**Run 1: signal wires on met1**

Supply wires on this layer in grey.
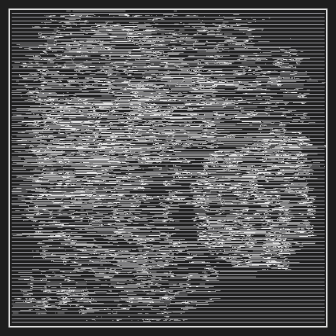
**Run 1: metal 2**

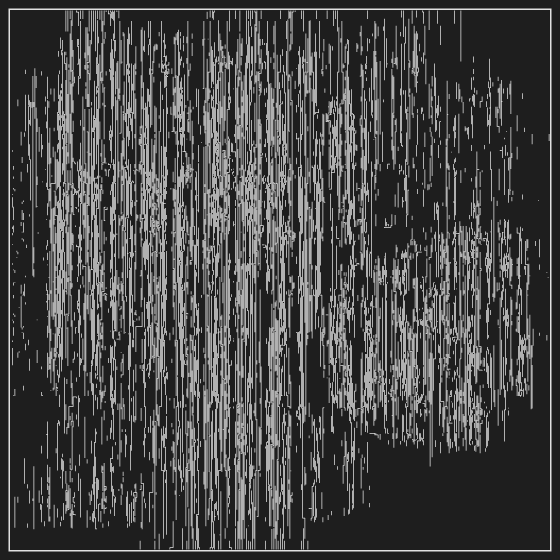
**Run 1: the metal 3 layer**

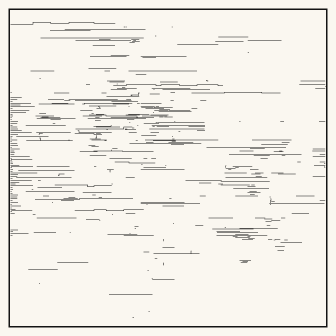
[src/rtl/gopigo_cmd_pkg.sv]
// Shared constants for the GoPiGo3 command scheduler: slot map, message types,
// port/LED ids and per-slot frame lengths.
package gopigo_cmd_pkg;

   localparam int NUM_SLOTS   = 9;
   localparam int FRAME_BYTES = 6;

   localparam logic [3:0] SLOT_PWM_L     = 4'd0;
   localparam logic [3:0] SLOT_PWM_R     = 4'd1;
   localparam logic [3:0] SLOT_DPS_LIMIT = 4'd2;
   localparam logic [3:0] SLOT_DPS_L     = 4'd3;
   localparam logic [3:0] SLOT_DPS_R     = 4'd4;
   localparam logic [3:0] SLOT_EYE_L     = 4'd5;
   localparam logic [3:0] SLOT_EYE_R     = 4'd6;
   localparam logic [3:0] SLOT_BLINK_L   = 4'd7;
   localparam logic [3:0] SLOT_BLINK_R   = 4'd8;

   localparam logic [7:0] MSG_LED   = 8'h06;
   localparam logic [7:0] MSG_PWM   = 8'h0A;
   localparam logic [7:0] MSG_DPS   = 8'h0E;
   localparam logic [7:0] MSG_LIMIT = 8'h0F;

   localparam logic [7:0] PORT_LEFT  = 8'h01;
   localparam logic [7:0] PORT_RIGHT = 8'h02;
   localparam logic [7:0] PORT_BOTH  = 8'h03;

   localparam logic [7:0] LED_EYE_L   = 8'h02;
   localparam logic [7:0] LED_EYE_R   = 8'h01;
   localparam logic [7:0] LED_BLINK_L = 8'h04;
   localparam logic [7:0] LED_BLINK_R = 8'h08;

   typedef enum logic [1:0] {
      ST_IDLE = 2'd0,
      ST_SEND = 2'd1,
      ST_GAP  = 2'd2
   } sched_state_t;

   function automatic logic [2:0] frame_len(input logic [3:0] slot);
      case (slot)
         SLOT_PWM_L, SLOT_PWM_R: return 3'd4;
         SLOT_DPS_LIMIT:         return 3'd6;
         SLOT_DPS_L, SLOT_DPS_R: return 3'd5;
         default:                return 3'd6;
      endcase
   endfunction

endpackage

[src/rtl/gopigo_cmd_rr_arbiter.sv]
// Round-robin pick of the first pending slot above last_served (mod NUM_SLOTS).
// Purely combinational; no backpressure of its own.
module gopigo_cmd_rr_arbiter
   import gopigo_cmd_pkg::*;
(
   input  logic [NUM_SLOTS-1:0] pending,
   input  logic [3:0]           last_served,
   output logic [NUM_SLOTS-1:0] grant,
   output logic [3:0]           index,
   output logic                 found
);

   logic [4:0] sum;
   logic [4:0] cand;

   always_comb begin
      grant = '0;
      index = '0;
      found = 1'b0;
      sum   = '0;
      cand  = '0;
      for (int k = 1; k <= NUM_SLOTS; k++) begin
         sum  = {1'b0, last_served} + 5'(k);
         cand = (sum >= 5'(NUM_SLOTS)) ? sum - 5'(NUM_SLOTS) : sum;
         if (!found && pending[cand[3:0]]) begin
            found = 1'b1;
            index = cand[3:0];
         end
      end
      if (found) begin
         grant[index] = 1'b1;
      end
   end

endmodule

[src/rtl/gopigo_cmd_scheduler.sv]
// Change-detecting, round-robin GoPiGo3 SPI command framer; first byte is offered from the launch edge.
// Bytes advance only on byte_ack_i; data/last are held while the engine stalls, and GAP_CYC idle cycles separate frames.
module gopigo_cmd_scheduler
   import gopigo_cmd_pkg::*;
#(
   parameter int unsigned GAP_CYC     = 24,
   parameter int unsigned REFRESH_CYC = 1200000,
   parameter logic [7:0]  SPI_ADDR    = 8'h08
) (
   input  logic        clk,
   input  logic        rst,
   input  logic        enable_i,
   input  logic [7:0]  motor_pwm_left_i,
   input  logic [7:0]  motor_pwm_rght_i,
   input  logic [15:0] motor_dps_limit_i,
   input  logic [15:0] motor_dps_left_i,
   input  logic [15:0] motor_dps_rght_i,
   input  logic [23:0] led_eye_left_rgb_i,
   input  logic [23:0] led_eye_rght_rgb_i,
   input  logic [23:0] led_blink_left_rgb_i,
   input  logic [23:0] led_blink_rght_rgb_i,
   output logic        byte_valid_o,
   output logic [7:0]  byte_data_o,
   output logic        byte_last_o,
   input  logic        byte_ack_i,
   output logic        busy_o,
   output logic [3:0]  slot_o
);

   localparam int GW = (GAP_CYC > 1) ? $clog2(GAP_CYC) : 1;
   localparam int RW = (REFRESH_CYC > 1) ? $clog2(REFRESH_CYC) : 1;

   sched_state_t          state;
   logic [23:0]           cur_val [NUM_SLOTS];
   logic [23:0]           shadow  [NUM_SLOTS];
   logic [NUM_SLOTS-1:0]  force_pend;
   logic [NUM_SLOTS-1:0]  pending;
   logic [NUM_SLOTS-1:0]  grant;
   logic [NUM_SLOTS-1:0]  launch_mask;
   logic [3:0]            grant_idx;
   logic                  found;
   logic                  launch;
   logic                  refresh_hit;
   logic [3:0]            last_served;
   logic [7:0]            frame_buf  [FRAME_BYTES];
   logic [7:0]            next_frame [FRAME_BYTES];
   logic [23:0]           sel_val;
   logic [7:0]            led_id;
   logic [2:0]            byte_idx;
   logic [2:0]            frame_len_q;
   logic [GW-1:0]         gap_cnt;

   always_comb begin
      cur_val[SLOT_PWM_L]     = {16'h0, motor_pwm_left_i};
      cur_val[SLOT_PWM_R]     = {16'h0, motor_pwm_rght_i};
      cur_val[SLOT_DPS_LIMIT] = {8'h0, motor_dps_limit_i};
      cur_val[SLOT_DPS_L]     = {8'h0, motor_dps_left_i};
      cur_val[SLOT_DPS_R]     = {8'h0, motor_dps_rght_i};
      cur_val[SLOT_EYE_L]     = led_eye_left_rgb_i;
      cur_val[SLOT_EYE_R]     = led_eye_rght_rgb_i;
      cur_val[SLOT_BLINK_L]   = led_blink_left_rgb_i;
      cur_val[SLOT_BLINK_R]   = led_blink_rght_rgb_i;
   end

   always_comb begin
      for (int i = 0; i < NUM_SLOTS; i++) begin
         pending[i] = (cur_val[i] != shadow[i]) | force_pend[i];
      end
   end

   gopigo_cmd_rr_arbiter u_arb (
      .pending     (pending),
      .last_served (last_served),
      .grant       (grant),
      .index       (grant_idx),
      .found       (found)
   );

   assign launch      = (state == ST_IDLE) && enable_i && found;
   assign launch_mask = launch ? grant : '0;

   always_comb begin
      led_id = LED_BLINK_R;
      case (grant_idx)
         SLOT_EYE_L:   led_id = LED_EYE_L;
         SLOT_EYE_R:   led_id = LED_EYE_R;
         SLOT_BLINK_L: led_id = LED_BLINK_L;
         default:      led_id = LED_BLINK_R;
      endcase
   end

   // Frame image for the granted slot; unused tail bytes stay zero.
   always_comb begin
      sel_val = cur_val[grant_idx];
      for (int i = 0; i < FRAME_BYTES; i++) begin
         next_frame[i] = 8'h00;
      end
      next_frame[0] = SPI_ADDR;
      case (grant_idx)
         SLOT_PWM_L, SLOT_PWM_R: begin
            next_frame[1] = MSG_PWM;
            next_frame[2] = (grant_idx == SLOT_PWM_L) ? PORT_LEFT : PORT_RIGHT;
            next_frame[3] = sel_val[7:0];
         end
         SLOT_DPS_LIMIT: begin
            next_frame[1] = MSG_LIMIT;
            next_frame[2] = PORT_BOTH;
            next_frame[3] = 8'h00;
            next_frame[4] = sel_val[15:8];
            next_frame[5] = sel_val[7:0];
         end
         SLOT_DPS_L, SLOT_DPS_R: begin
            next_frame[1] = MSG_DPS;
            next_frame[2] = (grant_idx == SLOT_DPS_L) ? PORT_LEFT : PORT_RIGHT;
            next_frame[3] = sel_val[15:8];
            next_frame[4] = sel_val[7:0];
         end
         default: begin
            next_frame[1] = MSG_LED;
            next_frame[2] = led_id;
            next_frame[3] = sel_val[23:16];
            next_frame[4] = sel_val[15:8];
            next_frame[5] = sel_val[7:0];
         end
      endcase
   end

   generate
      if (REFRESH_CYC == 0) begin : g_no_refresh
         assign refresh_hit = 1'b0;
      end else begin : g_refresh
         logic [RW-1:0] rcnt;
         assign refresh_hit = (rcnt == RW'(REFRESH_CYC - 1));
         always_ff @(posedge clk or posedge rst) begin
            if (rst) begin
               rcnt <= '0;
            end else if (refresh_hit) begin
               rcnt <= '0;
            end else begin
               rcnt <= rcnt + 1'b1;
            end
         end
      end
   endgenerate

   // A refresh landing on a launch edge wins, so that slot is resent too.
   always_ff @(posedge clk or posedge rst) begin
      if (rst) begin
         force_pend <= '1;
      end else begin
         force_pend <= (force_pend & ~launch_mask) | {NUM_SLOTS{refresh_hit}};
      end
   end

   always_ff @(posedge clk or posedge rst) begin
      if (rst) begin
         state        <= ST_IDLE;
         byte_valid_o <= 1'b0;
         byte_data_o  <= 8'h00;
         byte_last_o  <= 1'b0;
         busy_o       <= 1'b0;
         slot_o       <= 4'd0;
         last_served  <= SLOT_BLINK_R;
         byte_idx     <= 3'd0;
         frame_len_q  <= 3'd0;
         gap_cnt      <= '0;
         for (int i = 0; i < NUM_SLOTS; i++) begin
            shadow[i] <= 24'h0;
         end
         for (int i = 0; i < FRAME_BYTES; i++) begin
            frame_buf[i] <= 8'h00;
         end
      end else begin
         case (state)
            ST_IDLE: begin
               if (launch) begin
                  for (int i = 0; i < FRAME_BYTES; i++) begin
                     frame_buf[i] <= next_frame[i];
                  end
                  shadow[grant_idx] <= cur_val[grant_idx];
                  last_served       <= grant_idx;
                  slot_o            <= grant_idx;
                  byte_idx          <= 3'd0;
                  frame_len_q       <= frame_len(grant_idx);
                  byte_valid_o      <= 1'b1;
                  byte_data_o       <= next_frame[0];
                  byte_last_o       <= 1'b0;
                  busy_o            <= 1'b1;
                  state             <= ST_SEND;
               end
            end
            ST_SEND: begin
               if (byte_valid_o && byte_ack_i) begin
                  if (byte_last_o) begin
                     byte_valid_o <= 1'b0;
                     byte_last_o  <= 1'b0;
                     if (GAP_CYC == 0) begin
                        busy_o <= 1'b0;
                        state  <= ST_IDLE;
                     end else begin
                        gap_cnt <= GW'(GAP_CYC - 1);
                        state   <= ST_GAP;
                     end
                  end else begin
                     byte_idx    <= byte_idx + 3'd1;
                     byte_data_o <= frame_buf[byte_idx + 3'd1];
                     byte_last_o <= ((byte_idx + 3'd1) == (frame_len_q - 3'd1));
                  end
               end
            end
            ST_GAP: begin
               if (gap_cnt == '0) begin
                  busy_o <= 1'b0;
                  state  <= ST_IDLE;
               end else begin
                  gap_cnt <= gap_cnt - 1'b1;
               end
            end
            default: state <= ST_IDLE;
         endcase
      end
   end

endmodule
[config.mk]
export PLATFORM = sky130hd
export DESIGN_NAME = gopigo_cmd_scheduler
export DESIGN_NICKNAME = d
export VERILOG_FILES = /design/src/rtl/gopigo_cmd_pkg.sv /design/src/rtl/gopigo_cmd_rr_arbiter.sv /design/src/rtl/gopigo_cmd_scheduler.sv
export SDC_FILE = /design/constraint.sdc
export NUM_CORES = 1
export LEC_CHECK = 0
export CAP_MARGIN = 20
export CORE_UTILIZATION = 35
export DETAILED_ROUTE_END_ITERATION = 6
export GPL_ROUTABILITY_DRIVEN = 0
export HOLD_SLACK_MARGIN = 0.08
export PLACE_DENSITY_LB_ADDON = 0.08
export SYNTH_ARGS = -nofsm -noshare
export SYNTH_HDL_FRONTEND = slang
export SYNTH_SLANG_ARGS = --single-unit
[constraint.sdc]
create_clock -name clk -period 21.6 [get_ports clk]
set_clock_uncertainty 0.1 [all_clocks]
set_input_delay 4.32 -clock clk [delete_from_list [all_inputs] [get_ports clk]]
set_output_delay 4.32 -clock clk [all_outputs]
set_load 0.01 [all_outputs]
==> impl_metrics.csv, run 1 <==
group,metric,value,unit
run_status,status,"finished with violations",
run_status,violations,"design-rule violations",
route,final_antenna_net_count,0,
worst_setup_path,cp_max_fo,30,
yosys,edf_count,0,
route,drt-initial-drc-count,1445,
yosys,fp_nets,2179,
sta,max_slew.worst_pin.slew,1.26,ns
sta,final-max-slew-violation-count,0,
global_routing,gr-usage-all-layers,26.6,%
worst_setup_path,arrival,10.74,ns
route,drc,1,
yosys,yosys.area.top_type,"dfrtp_1",
yosys,ys.flops,306,
min_path,hold_path_class,"flop to flop",
global_routing,grt_pass1_wl,107000,um
yosys,yosysMostFrequentCell,"dfrtp_1",
floorplan,core,52900,um2
yosys,syn_area,18800,um2
route,viasPerCell,5.71,
worst_setup_path,r2r_slack,14.25,ns
sta,period_minus_slack,10.42,ns
final_layout,layout-drive-gt1-share,11.8,%
yosys,avgSynthCellArea,9.46,um2
placement,preCtsSetupSlack,10.72,ns
worst_setup_path,startpoint,"motor_pwm_rght_i[5]",
worst_setup_path,startpoint_type,"input pin",
yosys,yosys_most_used_dff,"dfrtp_1",
worst_setup_path,cp.required,21.91,ns
floorplan,die_x,234,um
placement,placed_area,21200,um2
clock_network,postCtsSetupBuffers,0,
sta,rsz0062_at_grt,"false",
floorplan,fp_util,35.6,%
sta,fin_crit_sh,48.3,%
worst_setup_path,endpoint,"shadow[94]",
clock_network,root_buffer,"clkbuf_16",
floorplan,dieArea,54700,um2
global_routing,antenna_found_initial,1,
## Picture notes: 'signal wires on met1'
The layer carries 31.9 mm of wire. The wires run mostly horizontal. 2152 nets have wire on it. The layer holds 44% of the routed length.

## Picture notes: 'metal 2'
The layer holds 47% of the routed length. The layer carries 34.1 mm of wire. 1959 nets have wire on it. The longest straight run is 130 um.

## Picture notes: 'the metal 3 layer'
The wires run mostly horizontal. The longest straight run is 76.1 um.

[run 1: cells in the final DEF, fill, tap and decap left out, types with 27 or more instances in the layout]
cell	Yosys	final
a21oi_1	75	74
mux2i_1	64	64
clkdlybuf4s50_1	0	178
xor2_1	151	151
mux2_2	74	74
nor2_1	111	111
and2_1	59	59
dfrtp_1	296	296
nand3_1	43	43
inv_1	38	37
nor4_1	44	44
xnor2_1	45	45
buf_4	11	27
nand2_1	237	237
o21ai_0	120	120
nor3_1	43	43
clkbuf_16	0	40
[run 1: routing by layer]
| metal | vias up | wire (um) | global-route usage [%] |
|---|---|---|---|
| li1 | 7427 | - | - |
| met1 | 8113 | 31900 | 36.9 |
| met2 | 627 | 34100 | 43.2 |
| met3 | 107 | 4510 | 3.62 |
| met4 | 2 | 2020 | 7.85 |
| met5 | - | 13 | 0 |
[run 1: worst min path at each step]
stage          slack, ns       endpoint          start  cells after the start
2_1_floorplan       0.34  frame_buf[25]  frame_buf[25]                      2
3_3_place_gp        0.36  frame_buf[34]  frame_buf[34]                      2
3_5_place_dp        0.36  frame_buf[32]  frame_buf[32]                      2
4_1_cts             0.38  frame_buf[32]  frame_buf[32]                      2
5_1_grt             0.39    shadow[184]    shadow[184]                      1
6_report            0.38  frame_buf[32]  frame_buf[32]                      2
[run 1: stage by stage]
stage	std cells	util (%)
2_1_floorplan	1989	-
3_3_place_gp	2772	40.0
3_5_place_dp	2776	40.1
4_1_cts	2848	42.7
5_1_grt	2851	42.8
6_report	2851	42.8
[run 1: flip-flops by register name, summed over array words and instances (netlist names), 3 cells and up]
name	count
slot_o	4
gap_cnt	5
byte_data_o	8
frame_buf	32
shadow	216
byte_idx	3
force_pend	9
g_refresh.rcnt	21
[run 1: critical path: stages]
cell             delay (ns)
clkdlybuf4s50_1        0.59
xor2_1                 0.22
nor4_1                 0.34
nand4_1                0.27
nor3_2                 0.76
a211oi_1               0.24
a31oi_2                0.32
and4_1                 0.29
o211a_1                0.34
nand3_1                0.20
nor2_1                 0.39
a21oi_4                0.03
buf_4                  0.30
nand2_1                0.51
nor2_1                 0.13
a221oi_1               1.06
buf_4                  0.29
o21ai_0                0.10
[run 1: cell type report]
| class | instances | area, um2 | area share (%) |
|---|---|---|---|
| inverter | 42 | 165 | 0.729 |
| timing repair buffer | 211 | 2090 | 9.22 |
| sequential | 306 | 7670 | 33.9 |
| clock inverter | 15 | 195 | 0.862 |
| clock buffer | 57 | 1170 | 5.19 |
| tap | 688 | 861 | 3.80 |
| multi-input combinational | 1532 | 10500 | 46.3 |
[run 1: cells by family after synthesis]
logic type / after synthesis / synth area share, %
simple gates: 688 / 18.4
compound gates: 474 / 17.6
flops: 306 / 40.8
xor+xnor: 200 / 9.53
buf+inv: 151 / 3.67
mux: 144 / 8.37
fa+ha+maj: 26 / 1.73
**Run 1: met4 routing**

The bar under the picture is 50 um long. Supply wires on this layer in grey. Cells faint in the background.
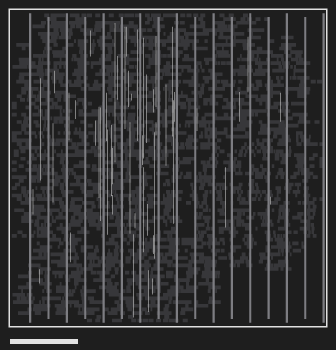

==> inputs of run 2 (changes only) <==
==> constraint.sdc (replaced) <==
create_clock -name clk -period 8.35 [get_ports clk]
set_clock_uncertainty 0.1 [all_clocks]
set_input_delay 1.67 -clock clk [delete_from_list [all_inputs] [get_ports clk]]
set_output_delay 1.67 -clock clk [all_outputs]
set_load 0.01 [all_outputs]
**Run 2: met4 routing**

The bar under the picture is 50 um long. Supply wires on this layer in grey. Cells faint in the background.
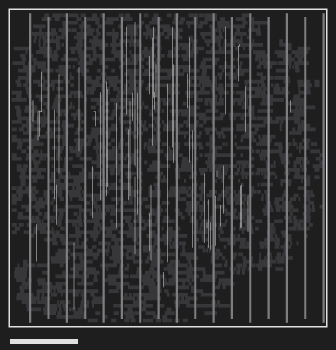
The layer carries 2450 um of wire. The wires run mostly vertical. The layer holds 3.4% of the routed length. The longest straight run is 132 um. 43 nets have wire on it.

**Run 2: clock routing**

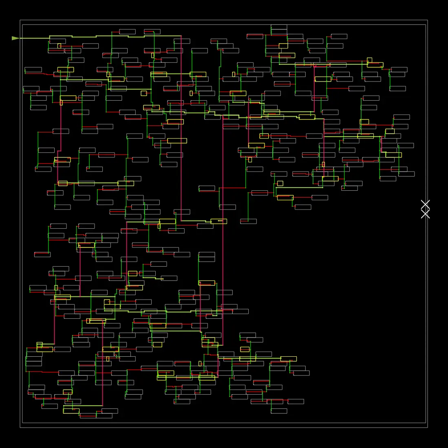
Seq cells: 306
CTS Sinks: 306
Clock buffer cells: 55

==> impl_metrics.csv, run 2 <==
group,metric,value,unit
run_status,status,"finished with violations",
run_status,violations,"design-rule violations",
global_routing,grt_pass1_wl,105000,um
worst_setup_path,startpoint,"motor_pwm_rght_i[5]",
worst_setup_path,startpoint_type,"input pin",
yosys,fp_nets,2179,
clock_network,root_buffer,"clkbuf_16",
worst_setup_path,cp_max_fo,20,
final_layout,top_register,"shadow",
final_layout,final_common_cell,"dfrtp_1",
sta,rsz0062_at_grt,"false",
global_routing,antenna_found_initial,1,
yosys,edf_count,0,
placement,dp.cells,2805,
route,drc,8,
global_routing,gr-usage-all-layers,26.3,%
worst_setup_path,arrival,7.72,ns
sta,max_slew.worst_pin.slew,1.07,ns
sta,final-max-slew-violation-count,0,
worst_setup_path,r2r_slack,1.29,ns
worst_setup_path,endpoint,"frame_buf[8]",
clock_network,postCtsSetupBuffers,0,
yosys,avgSynthCellArea,9.46,um2
final_layout,layout-drive-gt1-share,12.5,%
final_layout,final_util,42.9,%
final_layout,largest_reg_flops,216,
yosys,yosys.area.top_type,"dfrtp_1",
floorplan,die_x,234,um
floorplan,fp_util,35.6,%
yosys,yosys_most_used_dff,"dfrtp_1",
floorplan,core,52900,um2
min_path,hold_path_class,"flop to flop",
yosys,syn_area,18800,um2
route,drt-initial-drc-count,1437,
route,viasPerCell,5.60,
worst_setup_path,cp.required,8.74,ns
final_layout,lay_top_cells,"dfrtp_1 (296), nand2_1 (237), clkdlybuf4s50_1 (178)",
sta,fin_crit_sh,87.8,%
run 2: per-layer routing:
metal	vias to the layer above	part of all wire, %	global-route usage [%]	wire (um)
li1	7484	-	-	-
met1	7913	45	36.3	32000
met2	583	46	41.6	32600
met3	119	6.4	4.39	4570
met4	2	3.4	9.03	2450
met5	-	0.018	0	13
run 2: area by class of cell:
class | instances | area, um2 | area share (%)
inverter | 42 | 161 | 0.711
clock buffer | 55 | 1090 | 4.82
tap | 688 | 861 | 3.79
antenna | 1 | 2.50 | 0.0110
clock inverter | 12 | 118 | 0.518
timing repair buffer | 238 | 2310 | 10.2
multi-input combinational | 1532 | 10500 | 46.2
sequential | 306 | 7670 | 33.8
run 2: kinds of logic (layout without fill, tap and decap cells):
kind of cell | count (synthesis) | in the layout | share of synthesized area, %
simple gates | 688 | 688 | 18.4
compound gates | 474 | 474 | 17.6
flops | 306 | 306 | 40.8
xor+xnor | 200 | 200 | 9.53
buf+inv | 151 | 347 | 3.67
mux | 144 | 144 | 8.37
fa+ha+maj | 26 | 26 | 1.73
other cells | 0 | 1 | 0
run 2: stage by stage:
step	setup slack [ns]	instance area (um2)	hold WS, ns
global placement	0.591	21500	0.357
floorplan	2.52	18800	0.340
CTS	1.11	22700	0.381
finish	1.02	22700	0.375
global route	0.781	22700	0.399
detailed placement	0.546	21500	0.368
run 2: how the worst min path moves through the flow:
stage | start | endpoint | depth (start not counted)
3_3_place_gp | frame_buf[35] | frame_buf[35] | 2
6_report | frame_buf[25] | frame_buf[25] | 2
2_1_floorplan | frame_buf[25] | frame_buf[25] | 2
5_1_grt | shadow[178] | shadow[178] | 1
3_5_place_dp | frame_buf[35] | frame_buf[35] | 2
4_1_cts | force_pend[0] | force_pend[0] | 2
run 2: worst max-delay path, cell delays in order:
cell,delay (ns)
clkdlybuf4s50_1,0.64
xor2_1,0.24
nor4_1,0.32
nand4_1,0.25
nor3_2,0.55
a211oi_1,0.22
a31oi_2,0.31
and4_1,0.29
o211a_1,0.36
o2111ai_1,0.18
and2_1,0.24
a21oi_4,0.63
and4b_1,0.64
nor2_1,0.32
or4b_1,0.64
a31oi_1,0.19
**Run 2: metal 2**

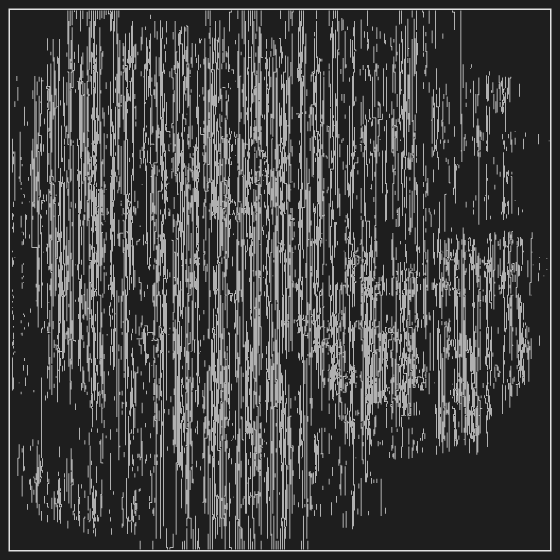

==> inputs of run 3 (changes only) <==
==> constraint.sdc (replaced) <==
create_clock -name clk -period 6.4 [get_ports clk]
set_clock_uncertainty 0.1 [all_clocks]
set_input_delay 1.28 -clock clk [delete_from_list [all_inputs] [get_ports clk]]
set_output_delay 1.28 -clock clk [all_outputs]
set_load 0.01 [all_outputs]
**Run 3: metal 2**

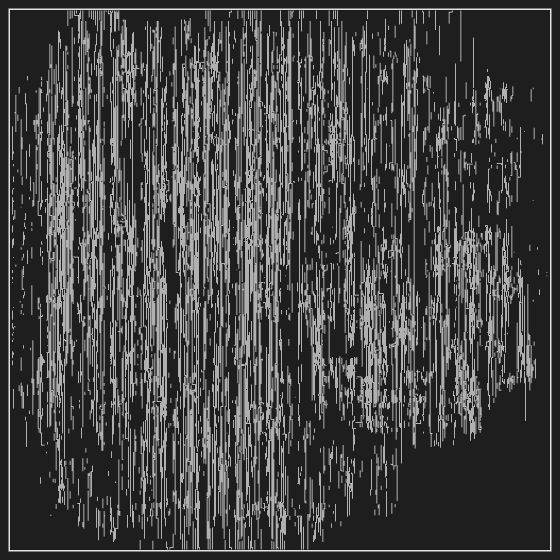
The wires run mostly vertical. The layer holds 46% of the routed length.

==> impl_metrics.csv, run 3 <==
group,metric,value,unit
run_status,status,"finished with violations",
run_status,violations,"design-rule violations",
yosys,fp_nets,2179,
floorplan,core,52900,um2
worst_setup_path,startpoint_type,"input pin",
worst_setup_path,max_stage_delay,0.53,ns
sta,fin_crit_sh,96.6,%
final_layout,lay_top_cells,"dfrtp_1 (296), buf_4 (267), nand2_1 (237)",
yosys,avgSynthCellArea,9.46,um2
global_routing,antenna_found_initial,0,
worst_setup_path,r2r_slack,0.38,ns
worst_setup_path,crit_path_frequent_cell,"buf_4",
sta,rsz0062_at_grt,"false",
yosys,yosys.area.top_type,"dfrtp_1",
placement,dp.cells,3037,
clock_network,clock_sinks,306,
global_routing,grt_pass1_wl,109000,um
sta,hold_slack,0.375,ns
global_routing,gr-usage-all-layers,27.1,%
final_layout,top_register,"shadow",
route,drc,6,
worst_setup_path,cp_max_fo,9,
final_layout,layout-drive-gt1-share,21.3,%
clock_network,postCtsSetupBuffers,0,
sta,max_slew.worst_pin.slew,0.890,ns
placement,placed_area,23400,um2
worst_setup_path,cp_num_buf_inv,5,
route,drt-initial-drc-count,1514,
yosys,syn_area,18800,um2
floorplan,die_x,234,um
yosys,edf_count,0,
**Run 3: the metal 3 layer**

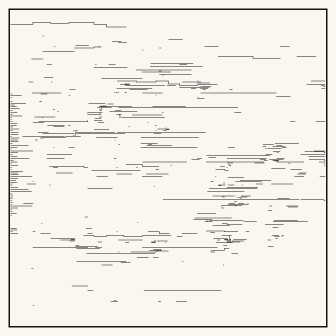
The wires run mostly horizontal. The longest straight run is 101 um. 274 nets have wire on it.

-- run 3: path summary, 6_finish.rpt --
path | from | end | depth (start not counted)
setup / recovery | led_blink_left_rgb_i[21] | shadow[170] | 20
min in group asynchronous | rst | shadow[195] | 2
max in group asynchronous | rst | shadow[51] | 3
hold reg to reg | byte_data_o[1] | byte_data_o[1] | 2
setup reg to reg | last_served[3] | shadow[170] | 20
hold / removal | byte_data_o[1] | byte_data_o[1] | 2
-- run 3: tightest hold or removal path, stage by stage (launching register included) --
cell	delay, ns
dfrtp_1	0.34
nand2_1	0.05
o31ai_1	0.05
-- run 3: layout make-up --
cell class / count / area [um2] / area share, %
clock inverters: 15 / 139 / 0.562
inverters: 42 / 161 / 0.653
flip-flops and latches: 306 / 7670 / 31.0
repair buffers: 469 / 4270 / 17.3
multi-input cells: 1532 / 10500 / 42.6
well taps: 688 / 861 / 3.48
clock buffers: 53 / 1110 / 4.48
-- run 3: logic make-up after synthesis --
group / share of synthesized area [%]
AOI/OAI and AO/OA: 17.6
xor gates and xnor gates: 9.53
adders and majority gates: 1.73
buffers and inverters: 3.67
DFF: 40.8
muxes: 8.37
and+or+nand+nor: 18.4
-- run 3: metal layers --
metal / up-vias / global-route usage, % / share of wire [%]
met5: - / 0 / 0
met4: 0 / 8.42 / 3.3
met3: 136 / 3.73 / 5.3
met2: 624 / 43.2 / 46
met1: 8324 / 37.9 / 46
li1: 7915 / - / -
-- run 3: metrics by stage --
stage / util, % / setup TNS [ns]
after floorplan: - / 0
after global placement: 44.3 / -69.73
after detailed placement: 44.3 / -64.70
after CTS: 46.7 / 0
after global routing: 46.8 / 0
final: 46.8 / 0
-- run 3: what timing repair did --
item                       in CTS  in global routing
hold endpoints to repair        0                  0
setup endpoints to repair      16                200
gates resized                   2                  8
